--- config.mk ---
export PLATFORM = sky130hd
export DESIGN_NAME = mem_stage_lsu
export DESIGN_NICKNAME = d
export VERILOG_FILES = /design/src/rtl/mem_stage_lsu.sv
export SDC_FILE = /design/constraint.sdc
export NUM_CORES = 1
export LEC_CHECK = 0
export ABC_AREA = 0
export CAP_MARGIN = 40
export CORE_MARGIN = 5
export CORE_UTILIZATION = 40
export DETAILED_ROUTE_END_ITERATION = 6
export HOLD_SLACK_MARGIN = 0.15
export PLACE_DENSITY_LB_ADDON = 0.3
export SYNTH_ARGS = -nofsm -noshare
export SYNTH_HDL_FRONTEND = slang
export SYNTH_SLANG_ARGS = --single-unit
export TNS_END_PERCENT = 1
--- constraint.sdc ---
create_clock -name clk -period 6.7 [get_ports clk]
set_clock_uncertainty 0.2 [all_clocks]
set_input_delay 1.34 -clock clk [delete_from_list [all_inputs] [get_ports clk]]
set_output_delay 1.34 -clock clk [all_outputs]
set_load 0.02 [all_outputs]
--- src/rtl/mem_stage_lsu.sv ---
// rtl/mem_stage_lsu.sv - MEM-stage load/store unit: one data-port transaction per memory op.
// Handles byte lanes, load extension, stall, misalignment rejection, flush discard and timeout.
package mem_stage_lsu_pkg;
  typedef struct packed {
    logic       mem_read;
    logic       mem_write;
    logic [2:0] funct3;
    logic [4:0] dest;
    logic       load_regfile;
  } control_word_t;
endpackage

module mem_stage_lsu
  import mem_stage_lsu_pkg::*;
#(
  parameter int unsigned TIMEOUT_CYCLES = 255
) (
  input  logic          clk,
  input  logic          rst,
  input  logic          valid_i,
  input  control_word_t cw_i,
  input  logic [31:0]   alu_out_i,
  input  logic [31:0]   rs2_data_i,
  input  logic          flush_i,
  output logic          data_read,
  output logic          data_write,
  output logic [3:0]    data_mbe,
  output logic [31:0]   data_addr,
  output logic [31:0]   data_wdata,
  input  logic [31:0]   data_rdata,
  input  logic          data_resp,
  output logic          stall_o,
  output logic          wb_valid_o,
  output logic [31:0]   wb_data_o,
  output logic [4:0]    wb_rd_o,
  output logic          wb_load_regfile_o,
  output logic          misaligned_o,
  output logic          timeout_o
);

  localparam logic [0:0] S_IDLE = 1'b0;
  localparam logic [0:0] S_BUSY = 1'b1;

  localparam int CNT_W = (TIMEOUT_CYCLES < 2) ? 1 : $clog2(TIMEOUT_CYCLES);
  localparam logic [CNT_W-1:0] CNT_LAST = CNT_W'(TIMEOUT_CYCLES - 1);

  logic [0:0]       r_state;
  logic [CNT_W-1:0] r_cnt;
  logic [2:0]       r_funct3;
  logic [1:0]       r_off;
  logic [4:0]       r_dest;
  logic             r_is_load;
  logic             r_load_rf;
  logic             r_discard;
  logic             r_hold;

  logic [1:0]  w_off;
  logic        w_memop;
  logic        w_illegal;
  logic        w_live;
  logic        w_start;
  logic [3:0]  w_mbe;
  logic [31:0] w_wdata;
  logic [7:0]  w_byte;
  logic [15:0] w_half;
  logic [31:0] w_load_val;

  assign w_off   = alu_out_i[1:0];
  assign w_memop = cw_i.mem_read | cw_i.mem_write;

  always_comb begin
    w_illegal = 1'b0;
    if (cw_i.mem_read && cw_i.mem_write) begin
      w_illegal = 1'b1;
    end else if (cw_i.mem_read) begin
      case (cw_i.funct3)
        3'b000, 3'b100: w_illegal = 1'b0;
        3'b001, 3'b101: w_illegal = w_off[0];
        3'b010:         w_illegal = |w_off;
        default:        w_illegal = 1'b1;
      endcase
    end else if (cw_i.mem_write) begin
      case (cw_i.funct3)
        3'b000:  w_illegal = 1'b0;
        3'b001:  w_illegal = w_off[0];
        3'b010:  w_illegal = |w_off;
        default: w_illegal = 1'b1;
      endcase
    end
  end

  // The instruction that just completed is still presented for one cycle
  // (it was stalled); r_hold keeps it from being issued a second time.
  assign w_live  = valid_i & ~flush_i & (r_state == S_IDLE) & ~r_hold;
  assign w_start = w_live & w_memop & ~w_illegal;
  assign stall_o = w_start | (r_state == S_BUSY);

  always_comb begin
    w_mbe = 4'b1111;
    case (cw_i.funct3[1:0])
      2'b00:   w_mbe = 4'b0001 << w_off;
      2'b01:   w_mbe = 4'b0011 << w_off;
      default: w_mbe = 4'b1111;
    endcase
  end

  assign w_wdata = rs2_data_i << {w_off, 3'b000};
  assign w_byte  = data_rdata[{r_off, 3'b000} +: 8];
  assign w_half  = data_rdata[{r_off[1], 4'b0000} +: 16];

  always_comb begin
    w_load_val = data_rdata;
    case (r_funct3)
      3'b000:  w_load_val = {{24{w_byte[7]}}, w_byte};
      3'b100:  w_load_val = {24'd0, w_byte};
      3'b001:  w_load_val = {{16{w_half[15]}}, w_half};
      3'b101:  w_load_val = {16'd0, w_half};
      default: w_load_val = data_rdata;
    endcase
  end

  always_ff @(posedge clk or posedge rst) begin
    if (rst) begin
      r_state           <= S_IDLE;
      r_cnt             <= '0;
      r_funct3          <= 3'd0;
      r_off             <= 2'd0;
      r_dest            <= 5'd0;
      r_is_load         <= 1'b0;
      r_load_rf         <= 1'b0;
      r_discard         <= 1'b0;
      r_hold            <= 1'b0;
      data_read         <= 1'b0;
      data_write        <= 1'b0;
      data_mbe          <= 4'd0;
      data_addr         <= 32'd0;
      data_wdata        <= 32'd0;
      wb_valid_o        <= 1'b0;
      wb_data_o         <= 32'd0;
      wb_rd_o           <= 5'd0;
      wb_load_regfile_o <= 1'b0;
      misaligned_o      <= 1'b0;
      timeout_o         <= 1'b0;
    end else begin
      wb_valid_o        <= 1'b0;
      wb_load_regfile_o <= 1'b0;
      misaligned_o      <= w_live & w_memop & w_illegal;
      r_hold            <= 1'b0;
      if (r_state == S_IDLE) begin
        if (w_start) begin
          r_state    <= S_BUSY;
          r_cnt      <= '0;
          r_funct3   <= cw_i.funct3;
          r_off      <= w_off;
          r_dest     <= cw_i.dest;
          r_is_load  <= cw_i.mem_read;
          r_load_rf  <= cw_i.mem_read & cw_i.load_regfile;
          r_discard  <= 1'b0;
          data_read  <= cw_i.mem_read;
          data_write <= cw_i.mem_write;
          data_mbe   <= w_mbe;
          data_addr  <= {alu_out_i[31:2], 2'b00};
          data_wdata <= w_wdata;
        end
      end else begin
        if (flush_i) r_discard <= 1'b1;
        if (data_resp) begin
          r_state           <= S_IDLE;
          r_hold            <= 1'b1;
          data_read         <= 1'b0;
          data_write        <= 1'b0;
          wb_valid_o        <= ~(r_discard | flush_i);
          wb_load_regfile_o <= r_load_rf & ~(r_discard | flush_i);
          wb_data_o         <= r_is_load ? w_load_val : 32'd0;
          wb_rd_o           <= r_dest;
        end else if ((TIMEOUT_CYCLES != 0) && (r_cnt == CNT_LAST)) begin
          r_state    <= S_IDLE;
          r_hold     <= 1'b1;
          data_read  <= 1'b0;
          data_write <= 1'b0;
          timeout_o  <= 1'b1;
        end else begin
          r_cnt <= r_cnt + CNT_W'(1);
        end
      end
    end
  end

endmodule
==> flow_summary.yaml, run 1 <==
# generated from flow reports
clocking:
  clock_latency_ns: 0.41
  root_buffer: "clkbuf_16"
  clk_pin_slew_ns: 0.06
  cts_resized: 0
  cts_tree: "yes"
  cts_buffers: 17
  ctsLongestPathBuffers: 2
  clock_sinks: 132
  ctsHoldBuffers: 0
  cts_setup_buffers: 0
  htree_levels: 4
worst_setup_path:
  crit_slowest_cell: "clkdlybuf4s50_1"
  critPathMaxStageDelay_ns: 0.54
  path_cells: "clkdlybuf4s50_1 > buf_4 > o21ai_0 > a21oi_1 > nor3_4 > or2_2 > clkdlybuf4s50_1"
  cp.required_ns: 5.16
  setup.worst_path.class: "in -> out"
  path_max_fanout: 39
  start_kind: "primary input"
  endpoint_kind: "output port"
  path_buffers: 3
  crit_path_frequent_cell: "clkdlybuf4s50_1"
  r2r_end: "data_addr[29]$_DFFE_PP0P_"
  critPathArrivalTime_ns: 3.70
  critPathTopFamily: "buffers and inverters"
  worst_r2r_path_depth: 6
  reg2reg_from: "r_state$_DFF_PP0_"
  reg2reg_slack_ns: 3.76
power_and_ir_drop:
  p_total_mw: 3.53
  powerDensity_mw_per_mm2: 385
  p_leak_nw: 3.82
  peakVddDrop_mv: 0.222
yosys:
  yosys_warnings: 0
  syn_avg_cell_area_um2: 11.7
  synthArstFlopShare_pct: 100
  syn_area_mm2: 0.00620
  ys_area_mm2: 0.00620
  synth_cell_type_count: 48
  synth_flops: 132
  ys_seq_share_pct: 53.3
  ys_cells: 529
  edf_count: 0
  ff_type: "dfrtp_1"
  syn_inst: 529
floorplan:
  core.rowCount: 45
  die_h_um: 134
  pin_count: 224
  initCoreUtil_pct: 40.8
  die_area_mm2: 0.0181
  core_area_mm2: 0.0152
  die_w_um: 134
grt:
  grt_max_degree: 76
  grt_pass1_vias: 5569
  grt_pass1_wl_mm: 28.9
  grt_overflow: 0
  antenna_found_initial: 0
  grt_util_all_layers_pct: 20.3
cells_and_area:
  antennaDiodeCount: 0
  seq_area_mm2: 0.00330
  syn_to_final_growth_pct: 48.1
  fillers: 1209
  lay_top_count: "clkdlybuf4s50_1"
  finalNetCount: 856
  logic_area_mm2: 0.00266
  fin_util_pct: 60.4
  drive_above_1_share_pct: 16.7
  most-common-layout-cells: "clkdlybuf4s50_1, dfrtp_1, mux2_2, nand2_1, o21ai_0"
route:
  viasPerCell: 5.43
  drt_wl_total_mm: 18.0
  route.detailed.drc: 0
  first_pass_iters: 4
  vias: 5122
  routedWlPerCell_um: 19.1
  ant_nets: 0
  first_iter_violations: 373
sta:
  rsz0062_at_grt: "no"
  finalSetupTns_ns: 0
  period_used_pct: 78.3
  fin_crit_ns: 5.24
  fmaxAchievable_mhz: 191
  worst_slew_pin_slew_ns: 0.978
  hold_viol_final: 0
  slew-limit-headroom_pct: 34.8
  timing.hold.ws_ns: 0.252
  slew_violations: 0
  setup_viol: 0
flow_run:
  warnings: 27
  maxCapViolCount: 0
place:
  place_congestion: 0.865
  numPortBuffers: 221
  hpwlAfterDp_mm: 13.1
run_status:
  status: "complete, no violations"
min_path:
  holdPathEnd: "wb_load_regfile_o$_DFF_PP0_"
  holdCritStartpoint: "r_discard$_DFFE_PP0P_"
  hold_path_depth: 1
  hold_path.class: "reg -> reg"
## run 1: synth_stat cells (2+ instances only)
library cell | n | area (um2)
nor4_1 | 2 | 12.5
dfrtp_1 | 132 | 3300
o221ai_1 | 6 | 52.6
or3_1 | 2 | 12.5
xnor2_1 | 2 | 17.5
buf_4 | 3 | 22.5
o31ai_1 | 3 | 22.5
or2_2 | 2 | 12.5
nor2b_1 | 9 | 56.3
buf_6 | 2 | 22.5
a21oi_1 | 19 | 95.1
nor3_1 | 4 | 20.0
buf_2 | 9 | 45.0
buf_1 | 2 | 7.51
mux2_1 | 2 | 22.5
a211oi_1 | 21 | 158
o21ai_0 | 40 | 200
ha_1 | 2 | 25.0
o21bai_1 | 3 | 22.5
mux4_2 | 3 | 67.6
nand2_1 | 42 | 158
mux2_2 | 80 | 901
nor2_1 | 21 | 78.8
nand2b_1 | 6 | 37.5
o22ai_1 | 2 | 12.5
clkbuf_1 | 20 | 75.1
nand3_1 | 5 | 25.0
a311oi_1 | 2 | 17.5
and2_1 | 7 | 43.8
a221o_1 | 16 | 160
and3_1 | 2 | 12.5
a21boi_0 | 2 | 15.0
inv_1 | 16 | 60.1
mux2i_1 | 26 | 260
## run 1: registers in the layout, summed over array words and instances, names as in the netlist, 2 cells and up
signal,cells
wb_rd_o,5
r_cnt,8
data_addr,30
wb_data_o,32
data_mbe,4
r_dest,5
r_funct3,3
data_wdata,32
r_off,2
## run 1: layout make-up
type,instances,area share (%)
sequential,132,36.0
multi-input combinational,345,29.0
timing repair buffer,229,25.0
clock buffer,23,5.10
tap,188,2.56
clock inverter,9,1.65
inverter,17,0.750
## run 1: report_power, final
group	internal, mW	leakage [nW]	total [mW]	switching, mW
Combinational	0.676	1.85	1.30	0.624
Sequential	1.06	1.67	1.25	0.193
Clock	0.641	0.301	0.981	0.340
## run 1: metrics by stage
stage / cell area, um2 / worst slack [ns] / cells
floorplan: 6200 / 1.63 / 530
global placement: 8530 / 1.46 / 909
detailed placement: 8560 / 1.48 / 911
CTS: 9180 / 1.47 / 943
global route: 9180 / 1.35 / 943
finish: 9180 / 1.46 / 943
## run 1: kinds of logic after synthesis
group,count (synthesis),synth area share [%]
flops,132,53.3
compound gates,119,13.2
mux,111,20.2
simple gates,109,8.74
buf+inv,53,3.81
fa+ha+maj,2,0.404
xor+xnor,2,0.283
other cells,1,0.0605
## run 1: how the worst max path moves through the flow
stage | startpoint | to | slack (ns) | cells after the start
finish | alu_out_i[1] | stall_o | 1.46 | 7
global route | alu_out_i[1] | stall_o | 1.35 | 7
CTS | alu_out_i[1] | stall_o | 1.47 | 7
detailed placement | alu_out_i[1] | stall_o | 1.48 | 7
global placement | alu_out_i[1] | stall_o | 1.46 | 7
floorplan | rst | data_addr[10]$_DFFE_PP0P_ | 1.63 | 1
## run 1: metal layers
metal | vias up | global-route usage, % | routed length, um
met1 | 2520 | 23.8 | 7120
met4 | 0 | 7.64 | 380
met5 | - | 0 | 0
met3 | 30 | 9.54 | 1980
li1 | 2351 | - | -
met2 | 221 | 32.5 | 8530
==> run_1/m4.png <==
Supply wires on this layer in gray.
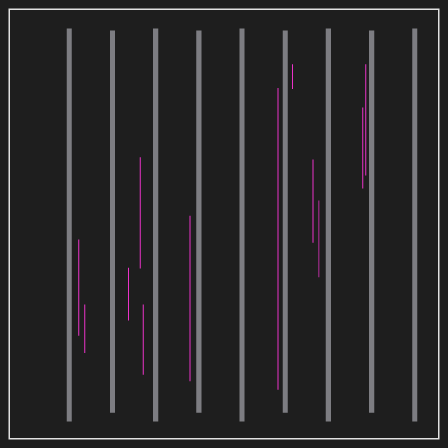
nets with wire on the layer	9
main direction	vertical
longest straight run	94.5 um

==> run_1/closeup.png <==
The bar under the picture is 10 um long. Window x 52 to 82, y 52 to 82 um. Cells in gray, sequential cells in the stronger gray; small squares are vias.
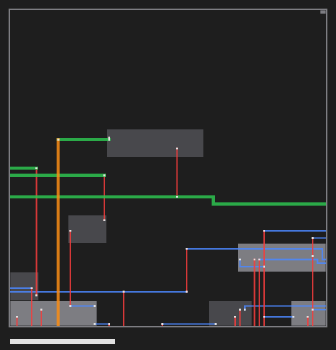
color	layer
orange	M4
blue	M1
green	M3
red	M2
sequential cells in the window	2
cells with their middle in the window	6
most frequent	dfrtp_1 (2), clkdlybuf4s50_1 (2)
netlist names of flops here include	`data_wdata` (1), `r_off` (1)

==> run_1/m1.png <==
Supply wires on this layer in gray.
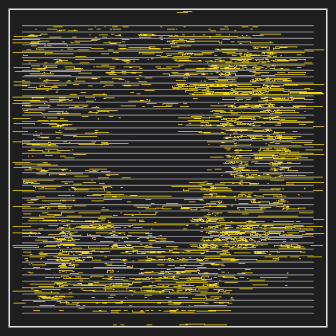
share of all routed wire	40%
main direction	horizontal
nets with wire on the layer	739
wire length on this layer	7120 um

==> run 2, diff against run 1 <==
Clock period 6.7 ns to 4.47 ns, I/O delays scaled along.
==> flow_summary.yaml, run 2 <==
# generated from flow reports
clocking:
  cts_resized: 0
  clock_sinks: 132
  ctsLongestPathBuffers: 2
  ctsHoldBuffers: 0
  clock_latency_ns: 0.41
  cts_buffers: 17
  cts_setup_buffers: 0
  cts_tree: "yes"
  root_buffer: "clkbuf_16"
grt:
  grt_pass1_vias: 5452
  grt_max_degree: 49
sta:
  timing.hold.ws_ns: 0.257
  slew-limit-headroom_pct: 35.4
  hold_viol_final: 0
  finalSetupTns_ns: 0
  setup_viol: 0
  period_used_pct: 90.2
  slew_violations: 0
  fmaxAchievable_mhz: 248
  fin_crit_ns: 4.03
  worst_slew_pin_slew_ns: 0.968
power_and_ir_drop:
  peakVddDrop_mv: 0.316
  p_leak_nw: 3.83
worst_setup_path:
  worst_r2r_path_depth: 5
  reg2reg_slack_ns: 1.31
  path_max_fanout: 8
  critPathArrivalTime_ns: 2.94
  critPathMaxStageDelay_ns: 0.65
  path_cells: "clkdlybuf4s50_1 > xnor2_1 > a2bb2oi_1 > nor3_4 > or2_2 > clkdlybuf4s50_1"
  crit_path_frequent_cell: "clkdlybuf4s50_1"
  reg2reg_from: "r_state$_DFF_PP0_"
  cp.required_ns: 3.38
  endpoint_kind: "output port"
  r2r_end: "data_addr[12]$_DFFE_PP0P_"
  crit_slowest_cell: "clkdlybuf4s50_1"
route:
  vias: 5140
  drt_wl_total_mm: 18.4
  first_pass_iters: 5
  viasPerCell: 5.43
  routedWlPerCell_um: 19.4
yosys:
  ys_area_mm2: 0.00620
  synth_cell_type_count: 48
  synth_top_cell_by_count: "dfrtp_1"
  yosys_warnings: 0
  syn_avg_cell_area_um2: 11.7
  syn_area_mm2: 0.00620
  yosys-top-cells-count: "dfrtp_1, mux2_2, nand2_1"
  area_leaders: "dfrtp_1, mux2_2, mux2i_1"
  synthArstFlopShare_pct: 100
  ys_cells: 529
  ff_type: "dfrtp_1"
  yosysTopAreaCell: "dfrtp_1"
  edf_count: 0
  syn_inst: 529
  top_cell_area_share_pct: 53.3
place:
  place_congestion: 0.873
  postPlaceCellArea_mm2: 0.00857
cells_and_area:
  antennaDiodeCount: 0
  most-common-layout-cells: "clkdlybuf4s50_1, dfrtp_1, mux2_2, nand2_1, o21ai_0"
  final_cell_area_mm2: 0.00922
  drive_above_1_share_pct: 17.0
  syn_to_final_growth_pct: 48.7
  finalNetCount: 859
floorplan:
  die_area_mm2: 0.0181
  die_h_um: 134
  initCoreUtil_pct: 40.8
  core.rowCount: 45
  die_w_um: 134
min_path:
  hold_path_depth: 1
  holdCritStartpoint: "r_discard$_DFFE_PP0P_"
  hold_path.class: "reg -> reg"
run_status:
  status: "complete, no violations"
## run 2: report_power, final
part           leakage, nW  switching (mW)  internal, mW
combinational         1.85           0.939          1.02
sequential            1.67           0.288          1.59
clock                0.307           0.521          1.02
## run 2: final cells by class
class,instances,area share [%]
Clock inverter,9,1.90
Sequential cell,132,35.8
Inverter,17,0.733
Multi-Input combinational cell,345,28.9
Clock buffer,23,5.08
Timing Repair Buffer,232,25.0
Tap cell,188,2.55
## run 2: worst max-delay path by stage
stage | from | endpoint | depth (start not counted)
2_1_floorplan | cw_i[10] | stall_o | 7
6_report | cw_i[10] | stall_o | 6
5_1_grt | cw_i[10] | stall_o | 6
3_3_place_gp | cw_i[10] | stall_o | 6
4_1_cts | cw_i[10] | stall_o | 6
3_5_place_dp | cw_i[10] | stall_o | 6
## run 2: critical path: cells and delay by family
family,cells,cell delay [ns]
buffers and inverters,2,1.20
and+or+nand+nor,2,0.33
AOI/OAI and AO/OA,1,0.35
xor gates and xnor gates,1,0.16
## run 2: through the flow
stage          util [%]  power, mW  setup slack [ns]  instances
2_1_floorplan         -       2.84              1.10        530
3_3_place_gp       56.4       3.80             0.468        913
3_5_place_dp       56.4       3.85             0.447        913
4_1_cts            60.6       5.41             0.445        945
5_1_grt            60.6       5.63             0.315        946
6_report           60.6       5.37             0.440        946
## run 2: cell families (layout without fill, tap and decap cells)
family	Yosys count	after routing	share of synthesized area, %
AOI/OAI and AO/OA	119	119	13.2
xor gates and xnor gates	2	2	0.283
adders and majority gates	2	2	0.404
buffers and inverters	53	281	3.81
DFF	132	132	53.3
muxes	111	111	20.2
other	1	2	0.0605
and+or+nand+nor	109	109	8.74
## run 2: metal layers
metal  part of all wire (%)  track usage [%]  vias to the layer above
met4                    2.3             6.79                        0
met3                     12             10.4                       32
li1                       -                -                     2353
met1                     41             25.3                     2514
met5                      0                0                        -
met2                     45             31.3                      241
==> run_2/layers.png <==
Two of the layers only.
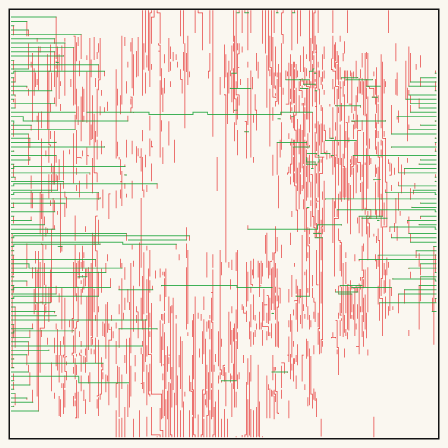
color	layer	wire length
red	M2	8320 um
green	M3	2120 um

==> run_2/m1.png <==
Supply wires on this layer in gray.
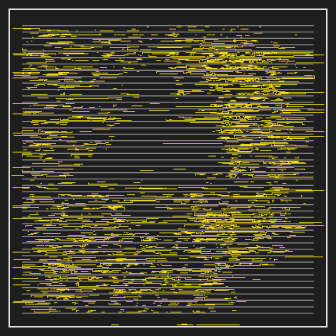
nets with wire on the layer	745
main direction	horizontal
share of all routed wire	41%

==> run 3, diff against run 2 <==
Settings changed: GPL_TIMING_DRIVEN set to 0, PLACE_DENSITY set to 0.84, PLACE_DENSITY_LB_ADDON 0.3 to unset.
==> flow_summary.yaml, run 3 <==
# generated from flow reports
floorplan:
  core_area_mm2: 0.0152
  die_w_um: 134
  die_area_mm2: 0.0181
  initCoreUtil_pct: 40.8
  core.rowCount: 45
  die_h_um: 134
  pin_count: 224
yosys:
  synth_top_cell_by_count: "dfrtp_1"
  synth_flops: 132
  synthArstFlopShare_pct: 100
  yosys_warnings: 0
  ff_type: "dfrtp_1"
  ys_cells: 529
  yosysTopAreaCell: "dfrtp_1"
  area_leaders: "dfrtp_1, mux2_2, mux2i_1"
  synth_cell_type_count: 48
  ys_area_mm2: 0.00620
  edf_count: 0
  ys_seq_share_pct: 53.3
  syn_inst: 529
  top_cell_area_share_pct: 53.3
  yosys-top-cells-count: "dfrtp_1, mux2_2, nand2_1"
  syn_avg_cell_area_um2: 11.7
  syn_area_mm2: 0.00620
min_path:
  holdCritStartpoint: "r_discard$_DFFE_PP0P_"
  hold_path_depth: 1
  holdPathEnd: "wb_load_regfile_o$_DFF_PP0_"
  hold_path.class: "reg -> reg"
route:
  first_iter_violations: 411
  ant_nets: 0
  vias: 5239
  routedWlPerCell_um: 20.0
  drt_wl_total_mm: 19.5
  first_pass_iters: 5
  route.detailed.drc: 0
  viasPerCell: 5.37
cells_and_area:
  antennaDiodeCount: 0
  lay_top_count: "clkdlybuf4s50_1"
  most-common-layout-cells: "clkdlybuf4s50_1, dfrtp_1, mux2_2, nand2_1, o21ai_0"
  finalNetCount: 889
  syn_to_final_growth_pct: 50.6
  fillers: 1236
  drive_above_1_share_pct: 17.8
  largestRegisters: "data_wdata: 32 flops, wb_data_o: 32 flops, data_addr: 30 flops"
grt:
  grt_overflow: 0
  grt_pass1_vias: 5479
  grt_pass1_wl_mm: 29.8
  grt_max_degree: 38
  antenna_found_initial: 0
  grt_util_all_layers_pct: 21.4
place:
  hpwlAfterDp_mm: 14.7
  place_congestion: 0.821
  numPortBuffers: 220
  dpl_worst_slack_ns: -0.181
worst_setup_path:
  path_max_fanout: 10
  reg2reg_slack_ns: 2.14
  r2r_end: "data_write$_DFFE_PP0P_"
  setup.worst_path.class: "in -> out"
  start_kind: "primary input"
  reg2reg_from: "r_state$_DFF_PP0_"
  critPathArrivalTime_ns: 3.26
  cp.required_ns: 3.38
  worst_r2r_path_depth: 5
  path_cells: "clkdlybuf4s50_1 > xnor2_1 > a2bb2oi_1 > nor3_4 > buf_6 > buf_6 > or2_2 > clkdlybuf4s50_1"
  critPathTopFamily: "buffers and inverters"
  crit_slowest_cell: "clkdlybuf4s50_1"
  path_buffers: 4
  endpoint_kind: "output port"
  critPathMaxStageDelay_ns: 0.61
  crit_start: "cw_i[9]"
sta:
  fmaxAchievable_mhz: 230
  fin_crit_ns: 4.35
  period_used_pct: 97.4
  fin_ws_ns: 0.118
  slew-limit-headroom_pct: 52.5
  finalSetupTns_ns: 0
  setup_viol: 0
  worst_slew_pin_slew_ns: 0.710
  hold_viol_final: 0
  slew_violations: 0
clocking:
  root_buffer: "clkbuf_16"
  cts_tree: "yes"
  htree_levels: 4
  clk_pin_slew_ns: 0.06
  ctsLongestPathBuffers: 2
flow_run:
  warnings: 27
  maxCapViolCount: 0
power_and_ir_drop:
  powerDensity_mw_per_mm2: 567
  p_leak_nw: 3.89
  peakVddDrop_mv: 0.298
run_status:
  status: "complete, no violations"
run 3: per-stage QoR:
stage / cell area (um2) / hold WS, ns / utilization [%] / power (mW) / cells
after global placement: 8640 / 0.248 / 56.9 / 3.83 / 938
after floorplan: 6210 / 0.231 / - / 2.84 / 530
after CTS: 9320 / 0.259 / 61.3 / 5.34 / 974
final: 9330 / 0.255 / 61.4 / 5.29 / 976
after detailed placement: 8700 / 0.252 / 57.3 / 3.89 / 941
after global routing: 9330 / 0.272 / 61.4 / 5.55 / 976
run 3: kinds of logic (layout without fill, tap and decap cells):
group / count (synthesis) / after routing / synth area share, %
AOI/OAI and AO/OA: 119 / 119 / 13.2
xor gates and xnor gates: 2 / 2 / 0.283
adders and majority gates: 2 / 2 / 0.404
buffers and inverters: 53 / 311 / 3.81
DFF: 132 / 132 / 53.3
muxes: 111 / 111 / 20.2
other: 1 / 2 / 0.0605
and+or+nand+nor: 109 / 109 / 8.74
run 3: worst register-to-register path: stages, from the launching register on:
cell     delay, ns
dfrtp_1       0.39
or4b_4        0.59
nor3_4        0.18
buf_4         0.19
buf_2         0.30
mux2_2        0.37
run 3: layout make-up:
| cell class | instances | area, um2 | share of cell area (%) |
|---|---|---|---|
| flip-flops and latches | 132 | 3300 | 35.4 |
| multi-input cells | 345 | 2670 | 28.6 |
| clock buffers | 21 | 450 | 4.83 |
| repair buffers | 226 | 2280 | 24.5 |
| inverters | 17 | 67.6 | 0.724 |
| well taps | 188 | 235 | 2.52 |
| clock inverters | 11 | 153 | 1.64 |
| plain buffers | 36 | 173 | 1.85 |
run 3: worst max path at each step:
stage	end	cells past startpoint	slack, ns
after floorplan	stall_o	7	1.10
after CTS	stall_o	8	0.07
after detailed placement	stall_o	7	-0.18
final	stall_o	8	0.12
after global routing	stall_o	8	-0.008
after global placement	stall_o	7	-0.16
run 3: per-layer routing:
layer / track usage [%] / part of all wire [%]
met1: 25.8 / 40
met2: 34.3 / 48
met3: 9.43 / 9.9
met4: 7.24 / 2.3
met5: 0 / 0
run 3: repair_timing:
action                                  CTS  global route
resized                                   1             0
endpoints found under the setup margin    1             1
pin swaps                                 1             1
gates cloned                              0             0
hold buffers                              0             0
buffers inserted                          1             2
run 3: power breakdown:
group	total (mW)	internal, mW	switching, mW
registers	1.83	1.59	0.240
clock network	1.43	0.896	0.530
logic	2.04	1.03	1.00
total	5.29	3.52	1.77
==> run_3/layers.png <==
Two of the layers only.
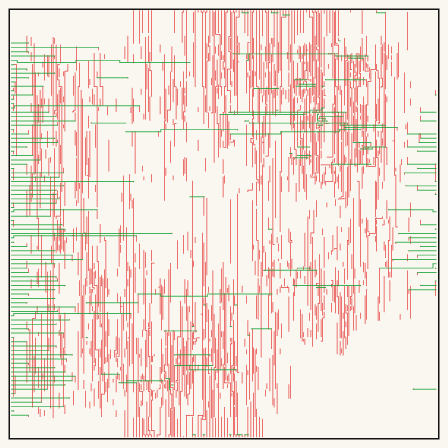
color	layer	wire length
green	M3	1930 um
red	M2	9410 um

==> run_3/clock_nets.png <==
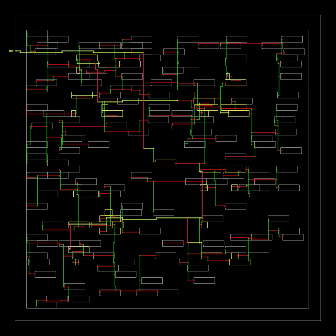
registers: 132
CTS Buf Count: 17
Insertion Delay late pin: 0.40 ns
P_clk: 1.43 mW
TritonCTS Sinks: 132

Power figures rest on the tool's default switching activity, not on a simulated workload.
